Run 1, placement view:
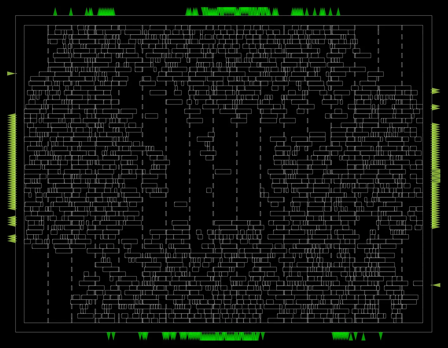
Run 1, I/O nets highlighted:
Scale: 1 px per µm.
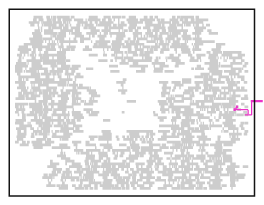
Run 1, signal wires by layer:
Scale: 2 px per µm. Only two layers are drawn.
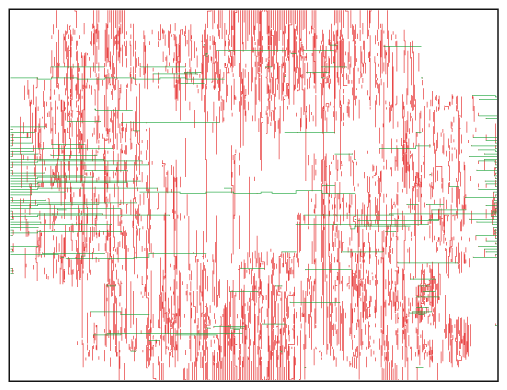
Run 1, sizing map:
Scale: 2 px per µm.
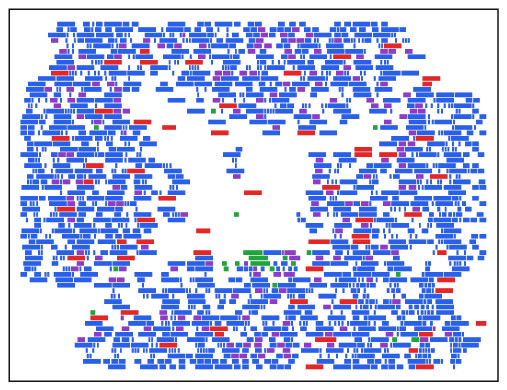
<file path="src/rtl/rgb_frame_scheduler.sv">
// ----------------------------------------------------------------------------
// rgb_frame_scheduler
//
// Front end for a PL9823 serializer. Two requesters (A, B) write LED colours
// into an 8-entry shadow buffer under round-robin arbitration. On a commit
// (explicit COMMIT pulse or periodic refresh expiry) the shadow buffer is
// copied to PIX_OUT while the serializer is idle, and FRAME_START is pulsed
// so the serializer transmits the freshly published frame.
//
// Ports
//   CLK, RST_N          system clock (rising edge), async active-low reset
//   A_REQ/A_ADDR/A_DATA requester A write: LED index 0..7, colour {R,G,B}
//   A_ACK               one-cycle pulse, A write accepted
//   B_REQ/B_ADDR/B_DATA requester B write, same as A
//   B_ACK               one-cycle pulse, B write accepted
//   COMMIT              pulse: publish shadow buffer at next opportunity
//   TX_BUSY             serializer is transmitting
//   PIX_OUT             published buffer, LEDn at [24n-1 : 24(n-1)]
//   FRAME_START         one-cycle pulse: PIX_OUT valid, serializer may send
//   DIRTY               shadow written since the last publish
//   COMMIT_PEND         a commit is queued and not yet executed
// ----------------------------------------------------------------------------
module rgb_frame_scheduler #(
    parameter int unsigned REFRESH_CYCLES = 1000000,
    parameter int unsigned BUSY_TIMEOUT   = 16
) (
    input  logic         CLK,
    input  logic         RST_N,
    input  logic         A_REQ,
    input  logic [2:0]   A_ADDR,
    input  logic [23:0]  A_DATA,
    output logic         A_ACK,
    input  logic         B_REQ,
    input  logic [2:0]   B_ADDR,
    input  logic [23:0]  B_DATA,
    output logic         B_ACK,
    input  logic         COMMIT,
    input  logic         TX_BUSY,
    output logic [191:0] PIX_OUT,
    output logic         FRAME_START,
    output logic         DIRTY,
    output logic         COMMIT_PEND
);

    localparam int unsigned RW = $clog2(REFRESH_CYCLES + 1);
    localparam int unsigned TW = $clog2(BUSY_TIMEOUT + 1);
    localparam logic [RW-1:0] REF_LAST = RW'(REFRESH_CYCLES - 1);
    localparam logic [TW-1:0] TMO_LAST = TW'(BUSY_TIMEOUT - 1);

    typedef enum logic [2:0] {
        IDLE,
        COPY,
        START,
        WAIT_HI,
        WAIT_LO
    } state_t;

    state_t state;
    state_t state_next;

    logic [7:0][23:0] shadow;
    logic             ptr_b;      // round-robin pointer: 0 = A first, 1 = B first
    logic [RW-1:0]    ref_cnt;
    logic [TW-1:0]    tmo_cnt;

    logic             elig_a;
    logic             elig_b;
    logic             grant_a;
    logic             grant_b;
    logic             grant_any;
    logic [2:0]       wr_addr;
    logic [23:0]      wr_data;
    logic             refresh_expire;
    logic             in_copy;

    // A port whose ACK is high this cycle is still holding REQ from the
    // accepted write; excluding it prevents a duplicate grant.
    assign elig_a    = A_REQ & ~A_ACK;
    assign elig_b    = B_REQ & ~B_ACK;
    assign grant_a   = elig_a & (~elig_b | ~ptr_b);
    assign grant_b   = elig_b & (~elig_a |  ptr_b);
    assign grant_any = grant_a | grant_b;
    assign wr_addr   = grant_a ? A_ADDR : B_ADDR;
    assign wr_data   = grant_a ? A_DATA : B_DATA;

    assign refresh_expire = (ref_cnt == REF_LAST);
    assign in_copy        = (state == COPY);

    // ------------------------------------------------------------------
    // Arbitration, shadow writes and acknowledges
    // ------------------------------------------------------------------
    always_ff @(posedge CLK or negedge RST_N) begin
        if (!RST_N) begin
            shadow <= '0;
            ptr_b  <= 1'b0;
            A_ACK  <= 1'b0;
            B_ACK  <= 1'b0;
        end else begin
            A_ACK <= grant_a;
            B_ACK <= grant_b;
            if (elig_a && elig_b) begin
                ptr_b <= ~ptr_b;
            end
            if (grant_any) begin
                shadow[wr_addr] <= wr_data;
            end
        end
    end

    // ------------------------------------------------------------------
    // Publish path and status flags. Sets take priority over the clear
    // performed in COPY, so a write or commit landing on the COPY cycle
    // is never lost.
    // ------------------------------------------------------------------
    always_ff @(posedge CLK or negedge RST_N) begin
        if (!RST_N) begin
            PIX_OUT     <= '0;
            DIRTY       <= 1'b0;
            COMMIT_PEND <= 1'b0;
        end else begin
            if (in_copy) begin
                PIX_OUT <= shadow;
            end

            if (grant_any) begin
                DIRTY <= 1'b1;
            end else if (in_copy) begin
                DIRTY <= 1'b0;
            end

            if (COMMIT || refresh_expire) begin
                COMMIT_PEND <= 1'b1;
            end else if (in_copy) begin
                COMMIT_PEND <= 1'b0;
            end
        end
    end

    // ------------------------------------------------------------------
    // Refresh interval and TX_BUSY handshake timeout counters
    // ------------------------------------------------------------------
    always_ff @(posedge CLK or negedge RST_N) begin
        if (!RST_N) begin
            ref_cnt <= '0;
            tmo_cnt <= '0;
        end else begin
            if (in_copy || refresh_expire) begin
                ref_cnt <= '0;
            end else begin
                ref_cnt <= ref_cnt + RW'(1);
            end

            if (state == START) begin
                tmo_cnt <= '0;
            end else if (state == WAIT_HI && tmo_cnt != TMO_LAST) begin
                tmo_cnt <= tmo_cnt + TW'(1);
            end
        end
    end

    // ------------------------------------------------------------------
    // Frame FSM
    // ------------------------------------------------------------------
    always_ff @(posedge CLK or negedge RST_N) begin
        if (!RST_N) begin
            state <= IDLE;
        end else begin
            state <= state_next;
        end
    end

    always_comb begin
        state_next  = state;
        FRAME_START = 1'b0;
        case (state)
            IDLE: begin
                // Never publish while a transmission is in progress.
                if (COMMIT_PEND && !TX_BUSY) begin
                    state_next = COPY;
                end
            end
            COPY: begin
                state_next = START;
            end
            START: begin
                FRAME_START = 1'b1;
                state_next  = WAIT_HI;
            end
            WAIT_HI: begin
                if (TX_BUSY) begin
                    state_next = WAIT_LO;
                end else if (tmo_cnt == TMO_LAST) begin
                    state_next = IDLE;
                end
            end
            WAIT_LO: begin
                if (!TX_BUSY) begin
                    state_next = IDLE;
                end
            end
            default: begin
                state_next = IDLE;
            end
        endcase
    end

endmodule

</file>
<file path="config.mk">
export PLATFORM = sky130hd
export DESIGN_NAME = rgb_frame_scheduler
export DESIGN_NICKNAME = d
export VERILOG_FILES = /design/src/rtl/rgb_frame_scheduler.sv
export SDC_FILE = /design/constraint.sdc
export NUM_CORES = 1
export LEC_CHECK = 0
export CORE_ASPECT_RATIO = 0.75
export CORE_MARGIN = 5
export CORE_UTILIZATION = 40
export DETAILED_ROUTE_END_ITERATION = 16
export HOLD_SLACK_MARGIN = 0.12
export PLACE_DENSITY = 0.73
export SLEW_MARGIN = 20
export SYNTH_ARGS = -nofsm -noshare
export SYNTH_HDL_FRONTEND = slang
export SYNTH_SLANG_ARGS = --single-unit
</file>
<file path="constraint.sdc">
create_clock -name CLK -period 5.6 [get_ports CLK]
set_clock_uncertainty 0.15 [all_clocks]
set_input_delay 1.12 -clock CLK [delete_from_list [all_inputs] [get_ports CLK]]
set_output_delay 1.12 -clock CLK [all_outputs]
set_load 0.005 [all_outputs]
</file>
==> flow_summary.yaml, run 1 <==
# physical design summary
floorplan:
  fp-utilization_pct: 40.34
  dieArea_um2: 45130
  chipHeight_um: 185.2
pwr:
  leakage_nw: 9.725
  power_per_cell_area_nw_per_um2: 570.1
drt:
  drtIter0Drc: 757
  drt_wl_total_um: 42780
yosys:
  synth_area_um2: 16380
  synthCells: 1432
  synth_chip_area_um2: 16380
  ff_type: "dfrtp_1"
  fp_nets: 1495
cts:
  h-tree-depth: 2
  cts_made_buffers: 42
place:
  port_buffers: 256
status:
  outcome: "finished, final reports clean"
hold_path:
  hold_path_class: "register to register"
sta:
  final.period_utilization_pct: 67.98
  fmax_mhz: 262.7
  layout_setup_ws_ns: 1.793
critical_path:
  cpMostUsedCell: "buf_4"
  cpMaxStageDelayCell: "o32ai_4"
  critPathBufInv: 3
About 'placement view':
core area: 40600 µm²
n_taps: 528
Layout Cells excl Fill: 2236
flop count: 417
row cnt: 64

About 'I/O nets highlighted':
legend:
  magenta:
    port: B_REQ
    direction: input
    edge: right
    end_cells: 2
    buffers: 1
    wire: 42.9 µm

About 'signal wires by layer':
legend:
  green:
    layer: metal 3
    wire_length: 2820 µm
  red:
    layer: metal 2
    wire_length: 19000 µm

About 'sizing map':
legend:
  purple:
    size: _2 cells
    cells: 180
    most_used: mux2_2
  green:
    size: _3 and _4 cells
    cells: 20
    most_used: buf_4
  red:
    size: _6 and larger
    cells: 58
    most_used: clkbuf_16
  blue:
    size: _0 and _1 cells
    cells: 1447
    most_used: nand2_1

-- run 1: flip-flops by register name (all words and copies together) (netlist names), 3 cells and up --
register	flops
ref_cnt	20
state	3
PIX_OUT	192
shadow	192
tmo_cnt	5
-- run 1: layer usage --
layer | wire (µm) | track usage [%]
met5 | 0 | 0
met4 | 724 | 4.038
met3 | 2824 | 5.237
met2 | 19050 | 29.24
met1 | 20190 | 27.00
-- run 1: cells in the final DEF, fill, tap and decap left out, types with 8 or more instances in the layout --
master,synthesis,final
clkdlybuf4s50_1,0,255
mux2_1,50,50
buf_4,1,14
clkbuf_16,0,45
a21oi_1,8,8
nand2_1,590,590
nor2_1,22,22
mux2_2,167,167
dfrtp_1,417,417
clkbuf_1,30,11
-- run 1: worst min-delay path: stages (launching register included) --
cell	delay [ns]
dfrtp_1	0.34
nand2_1	0.05
nand2_1	0.05
-- run 1: report_power, final --
part | total, mW | internal (mW) | switching [mW] | leakage (nW)
clock | 2.78 | 1.64 | 1.14 | 0.662
combinational | 3.91 | 2.07 | 1.84 | 3.91
sequential | 5.18 | 4.40 | 0.781 | 5.15
total | 11.9 | 8.11 | 3.76 | 9.73
-- run 1: final cells by class --
| type | count | area [µm²] | share of cell area, % |
|---|---|---|---|
| multi-input cells | 936 | 5593 | 26.87 |
| flip-flops and latches | 417 | 10440 | 50.13 |
| inverters | 8 | 30.03 | 0.1442 |
| well taps | 528 | 660.6 | 3.173 |
| diodes | 3 | 7.507 | 0.03606 |
| clock buffers | 63 | 1264 | 6.070 |
| clock inverters | 8 | 95.09 | 0.4568 |
| repair buffers | 273 | 2733 | 13.13 |
-- run 1: through the flow --
step | hold WS (ns) | utilization, %
2_1_floorplan | 0.2815 | -
3_3_place_gp | 0.2921 | 47.91
3_5_place_dp | 0.2982 | 47.91
4_1_cts | 0.3144 | 51.26
5_1_grt | 0.3335 | 51.26
6_report | 0.3114 | 51.28
-- run 1: Yosys cell counts, types with 6 or more instances --
| cell type | number | share of area, % |
|---|---|---|
| a21oi_1 | 8 | 0.24 |
| buf_1 | 6 | 0.14 |
| buf_2 | 32 | 0.98 |
| clkbuf_1 | 30 | 0.69 |
| dfrtp_1 | 417 | 64 |
| inv_1 | 7 | 0.16 |
| mux2_1 | 50 | 3.4 |
| mux2_2 | 167 | 11 |
| nand2_1 | 590 | 14 |
| nand2b_1 | 6 | 0.23 |
| nand3_1 | 7 | 0.21 |
| nor2_1 | 22 | 0.50 |
| or3_1 | 6 | 0.23 |
| or4_1 | 6 | 0.28 |
| xnor2_1 | 7 | 0.37 |
-- run 1: path summary, 6_finish.rpt --
check	cells after the start	end	startpoint
setup / recovery	7	shadow[54]	B_REQ
hold reg to reg	2	PIX_OUT[142]	shadow[142]
min in group asynchronous	1	tmo_cnt[2]	RST_N
setup reg to reg	6	shadow[54]	A_ACK
max in group asynchronous	2	shadow[143]	RST_N
hold / removal	2	PIX_OUT[142]	shadow[142]
-- run 1: logic make-up after synthesis --
logic type	count (synthesis)	share of synthesized area, %
and+or+nand+nor	667	16.24
AOI/OAI and AO/OA	37	2.071
adders and majority gates	3	0.2292
DFF	417	63.72
buffers and inverters	79	2.170
muxes	217	14.92
xor gates and xnor gates	12	0.6418
## Run 2: what changed since run 1
clock period = 3.9 ns   (was 5.6 ns; I/O delays follow)
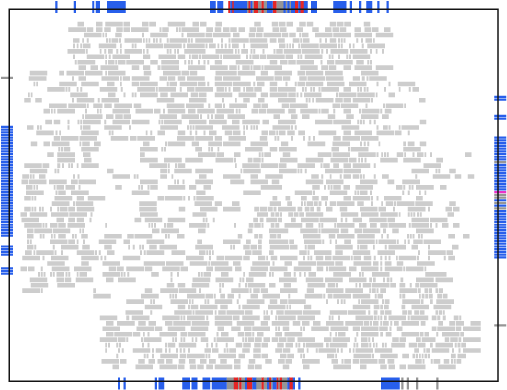
Run 2: ports around the boundary
Scale: 2 px per µm. Pins as bars across the die edge, other pins in grey.
legend:
  red:
    port: A_DATA
    pins: 24
    direction: input
    edge: 12 bottom, 12 top
  blue:
    port: PIX_OUT
    pins: 192
    direction: output
    edge: 57 top, 48 left, 44 bottom, 43 right
  magenta:
    port: B_REQ
    pins: 1
    direction: input
    edge: right
all pins by edge: 81 top, 77 bottom, 50 right, 49 left

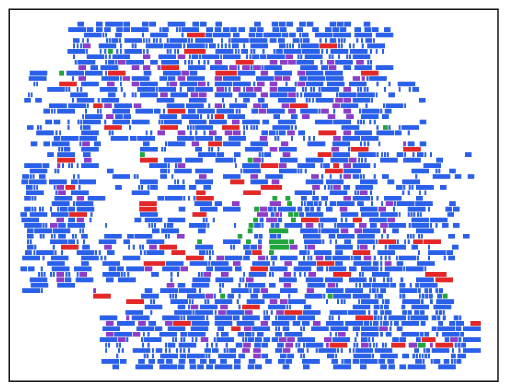
Run 2: sizing map
Scale: 2 px per µm.
final instance area: 21020 µm²
area added between synthesis and finish: 28.37%
final worst-path setup slack: 1.090 ns
Plain + repair buffers: 283

==> run 2 against run 1 <==
Effect of this change: die size stayed put; register-to-register slack worse by 0.76 ns; critical path depth is 4 lower; critical endpoint is now FRAME_START; global-route usage is 0.79 points higher; worst setup slack worse by 0.70 ns; combinational power is 46% higher; first-iteration DRC count is 8.1% lower; flip-flop count stayed put; count of clock-buffer cells in the layout is 6 lower; critical path type is now register to output port.
==> flow_summary.yaml, run 2 <==
# physical design summary
status:
  outcome: "finished, final reports clean"
cells_and_area:
  most-common-layout-cells: "590 x nand2_1, 417 x dfrtp_1, 255 x clkdlybuf4s50_1, 167 x mux2_2, 50 x mux2_1"
  largestRegisters: "PIX_OUT (192), shadow (192), ref_cnt (20)"
  instances_no_fill: 2251
  drive_above_1_share_pct: 16.11
  layout_top_cell: "nand2_1"
yosys:
  yosys-top-cells-area: "dfrtp_1 64%, nand2_1 14%, mux2_2 11%"
  common_cells: "590 x nand2_1, 417 x dfrtp_1, 167 x mux2_2"
  fp_nets: 1495
  synth_area_um2: 16380
  synth_chip_area_um2: 16380
  yosysTopAreaCell: "dfrtp_1"
  synth.most_common_cell: "nand2_1"
  top_area_share_pct: 63.72
  ff_type: "dfrtp_1"
  synthCells: 1432
sta:
  relSlewSlack_pct: 15.45
  fmax_mhz: 355.8
  finalHoldWorstSlack_ns: 0.1392
place:
  port_buffers: 256
cts:
  h-tree-depth: 2
  cts_made_buffers: 42
grt:
  grt_pass1_wl_um: 70320
drt:
  drt_wl_total_um: 44330
  drtIter0Drc: 696
floorplan:
  fp-utilization_pct: 40.34
  chipHeight_um: 185.2
  dieArea_um2: 45130
  rows: 64
  core-area_um2: 40600
pwr:
  power_per_cell_area_nw_per_um2: 826.1
critical_path:
  start_kind: "register"
  max_stage_delay_ns: 0.51
  cpMaxStageDelayCell: "clkdlybuf4s50_1"
hold_path:
  hold_path_class: "primary input to async pin"
[run 2: area by class of cell]
cell class | count | area (µm²)
Fill cell | 3489 | 19580
Clock buffer | 57 | 1209
Inverter | 8 | 30.03
Clock inverter | 18 | 226.5
Tap cell | 528 | 660.6
Multi-Input combinational cell | 936 | 5593
Timing Repair Buffer | 283 | 2858
Antenna cell | 4 | 10.01
Sequential cell | 417 | 10440
[run 2: layer usage]
metal / global-route usage [%] / vias to the layer above / share of wire (%)
met5: 0 / - / 0.016
li1: - / 5166 / -
met3: 5.540 / 71 / 6.3
met1: 27.90 / 5612 / 47
met2: 30.05 / 233 / 44
met4: 5.436 / 2 / 2.6
[run 2: final timing paths]
path	from	end	slack (ns)	depth (start not counted)
max in group asynchronous	RST_N	shadow[92]	2.43	2
hold / removal	RST_N	tmo_cnt[1]	0.14	1
min in group CLK	shadow[71]	PIX_OUT[71]	0.31	2
hold reg to reg	shadow[71]	PIX_OUT[71]	0.31	2
setup / recovery	state[2]	FRAME_START	1.09	3
setup reg to reg	A_ACK	shadow[74]	1.57	5
[run 2: critical path, delay by kind of cell (launching register included)]
kind                   cells  cell delay (ns)
buffers and inverters      1             0.51
DFF                        1             0.45
and+or+nand+nor            2             0.39
[run 2: power breakdown]
part	leakage [nW]	total, mW	switching (mW)	internal [mW]
Clock	0.705	4.18	1.68	2.50
Sequential	5.15	7.49	1.17	6.32
Combinational	3.97	5.69	2.70	2.99
[run 2: cells by family after synthesis]
group                    synth area share (%)
AND/OR/NAND/NOR                         16.24
XOR/XNOR                               0.6418
flip-flops                              63.72
buffers and inverters                   2.170
multiplexers                            14.92
AND-OR/OR-AND                           2.071
adder cells (fa/ha/maj)                0.2292
[run 2: per-stage QoR]
stage,setup slack [ns],power (mW),cell area (µm²),util (%)
CTS,1.047,17.60,21010,51.75
floorplan,1.414,10.07,16380,-
global route,0.9870,18.55,21020,51.78
finish,1.090,17.37,21020,51.78
detailed placement,0.6787,13.31,19580,48.22
global placement,0.6821,13.10,19580,48.22
## Run 3: what changed since run 2
clock period = 2.8 ns   (was 3.9 ns; I/O delays follow)
==> run 3 against run 2 <==
Effect of this change: count of clock-buffer cells in the layout is 3 higher; worst setup slack lost 0.89 ns; non-clock buffer count up 12; largest power group unchanged; highest routed layer is now met4.
==> flow_summary.yaml, run 3 <==
# physical design summary
status:
  outcome: "finished, final reports clean"
place:
  place_area_um2: 19820
drt:
  drtIter0Drc: 752
hold_path:
  holdPathStages: 2
  hold_path_class: "register to register"
  min_from: "shadow[113]"
yosys:
  synth-xor-area-share_pct: 0.6418
  logic_family: "simple AND/OR/NAND/NOR gates"
  synthSimpleGateAreaFrac_pct: 16.24
  synth-compound-area-share_pct: 2.071
  common_cells: "590 x nand2_1, 417 x dfrtp_1, 167 x mux2_2"
  fp_nets: 1495
  muxShareOfSynthArea_pct: 14.92
  ff_type: "dfrtp_1"
  yosys-top-cells-area: "dfrtp_1 64%, nand2_1 14%, mux2_2 11%"
  adder_share_pct: 0.2292
  synth_area_um2: 16380
  synth_chip_area_um2: 16380
  synth.most_common_cell: "nand2_1"
  postSynthSeqShare_pct: 63.72
  top_area_share_pct: 63.72
floorplan:
  core-area_um2: 40600
  dieArea_um2: 45130
  chipHeight_um: 185.2
  rows: 64
  fp-utilization_pct: 40.34
cells_and_area:
  most-common-layout-cells: "590 x nand2_1, 417 x dfrtp_1, 255 x clkdlybuf4s50_1, 167 x mux2_2, 50 x mux2_1"
  instances_no_fill: 2262
  layout_top_cell: "nand2_1"
  stdcell_area_um2: 21310
  largestRegisters: "PIX_OUT (192), shadow (192), ref_cnt (20)"
  area_delta_synth_final_pct: 30.12
  drive_above_1_share_pct: 16.74
critical_path:
  start_kind: "register"
  rrSetupSlack_ns: 0.45
  r2r-end: "ref_cnt[18]"
  reg2reg_from: "ref_cnt[8]"
  rr_worst_depth: 4
pwr:
  power_mw: 24.30
  power_per_cell_area_nw_per_um2: 1140
sta:
  finalHoldWorstSlack_ns: 0.3116
  drv_slew: 0
  fmax_mhz: 385.1
  relSlewSlack_pct: 52.61
cts:
  cts_made_buffers: 44
[run 3: cell count changes in the layout (fill, tap and decap cells not counted)]
cell	before	now
bufinv_16	5	3
dlygate4sd3_1	0	1
clkbuf_1	6	5
clkinv_2	9	11
inv_6	1	0
clkbuf_16	43	46
buf_12	7	20
clkinvlp_4	3	0
clkinv_8	0	2
clkbuf_8	8	9
diode_2	4	2
buf_4	20	18
[run 3: critical path, stage by stage (launching register included)]
cell             delay, ns
dfrtp_1               0.44
nand2b_1              0.28
nor2_1                0.13
clkdlybuf4s50_1       0.51
[run 3: cell families (layout without fill, tap and decap cells)]
kind of cell               after synthesis  after routing
and+or+nand+nor                        667            667
xor gates and xnor gates                12             12
muxes                                  217            217
DFF                                    417            417
adders and majority gates                3              3
other                                    0              2
buffers and inverters                   79            379
AOI/OAI and AO/OA                       37             37
[run 3: layout make-up]
type	instances	area (µm²)
sequential	417	10440
clock buffer	60	1294
antenna	2	5.005
multi-input combinational	936	5593
timing repair buffer	295	3113
clock inverter	16	177.7
inverter	8	30.03
tap	528	660.6
fill	3461	19290
[run 3: per-stage QoR]
stage | worst slack [ns] | utilization (%)
after floorplan | 0.5344 | -
after global placement | -0.03037 | 48.82
after detailed placement | -0.01686 | 48.82
after CTS | 0.1684 | 52.47
after global routing | 0.08544 | 52.48
final | 0.2033 | 52.48
[run 3: power breakdown]
group / total (mW) / internal [mW] / switching [mW]
Clock: 5.86 / 3.51 / 2.36
Sequential: 10.5 / 8.81 / 1.65
Combinational: 7.98 / 4.27 / 3.72
Total: 24.3 / 16.6 / 7.72
[run 3: how the worst max path moves through the flow]
| stage | start | to | cells past startpoint |
|---|---|---|---|
| global placement | A_REQ | shadow[82] | 7 |
| CTS | state[2] | FRAME_START | 3 |
| global route | state[2] | FRAME_START | 3 |
| floorplan | B_REQ | shadow[13] | 6 |
| finish | state[2] | FRAME_START | 3 |
| detailed placement | B_REQ | shadow[104] | 7 |
[run 3: metal layers]
layer | part of all wire, % | track usage (%) | routed length [µm] | vias to the layer above
met4 | 1.7 | 3.993 | 746 | 0
met3 | 6.4 | 4.703 | 2819 | 49
met1 | 47 | 28.34 | 20470 | 5736
met2 | 45 | 29.88 | 19810 | 270
li1 | - | - | - | 5207
met5 | 0 | 0 | 0 | -
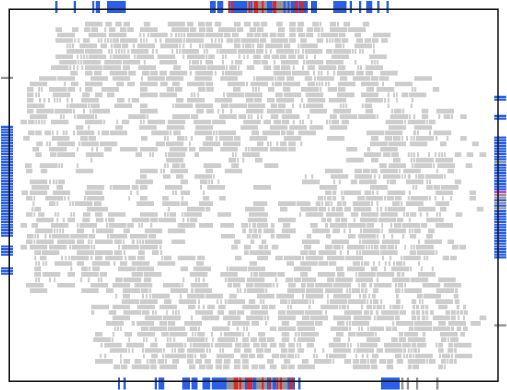
Run 3: ports around the boundary
Scale: 2 px per µm. Pins as bars across the die edge, other pins in grey.
legend:
  blue:
    port: PIX_OUT
    pins: 192
    direction: output
    edge: 57 top, 48 left, 44 bottom, 43 right
  magenta:
    port: B_REQ
    pins: 1
    direction: input
    edge: right
  red:
    port: A_DATA
    pins: 24
    direction: input
    edge: 12 bottom, 12 top

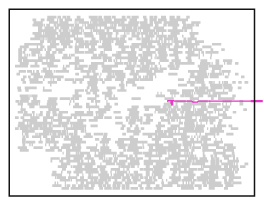
Run 3: I/O nets highlighted
Scale: 1 px per µm.
legend:
  magenta:
    port: B_REQ
    direction: input
    edge: right
    end_cells: 2
    buffers: 1
    wire: 93.5 µm
num ports: 257
Port-buffer cells: 256

No activity file was given, so power comes from the tool's default toggle rates.
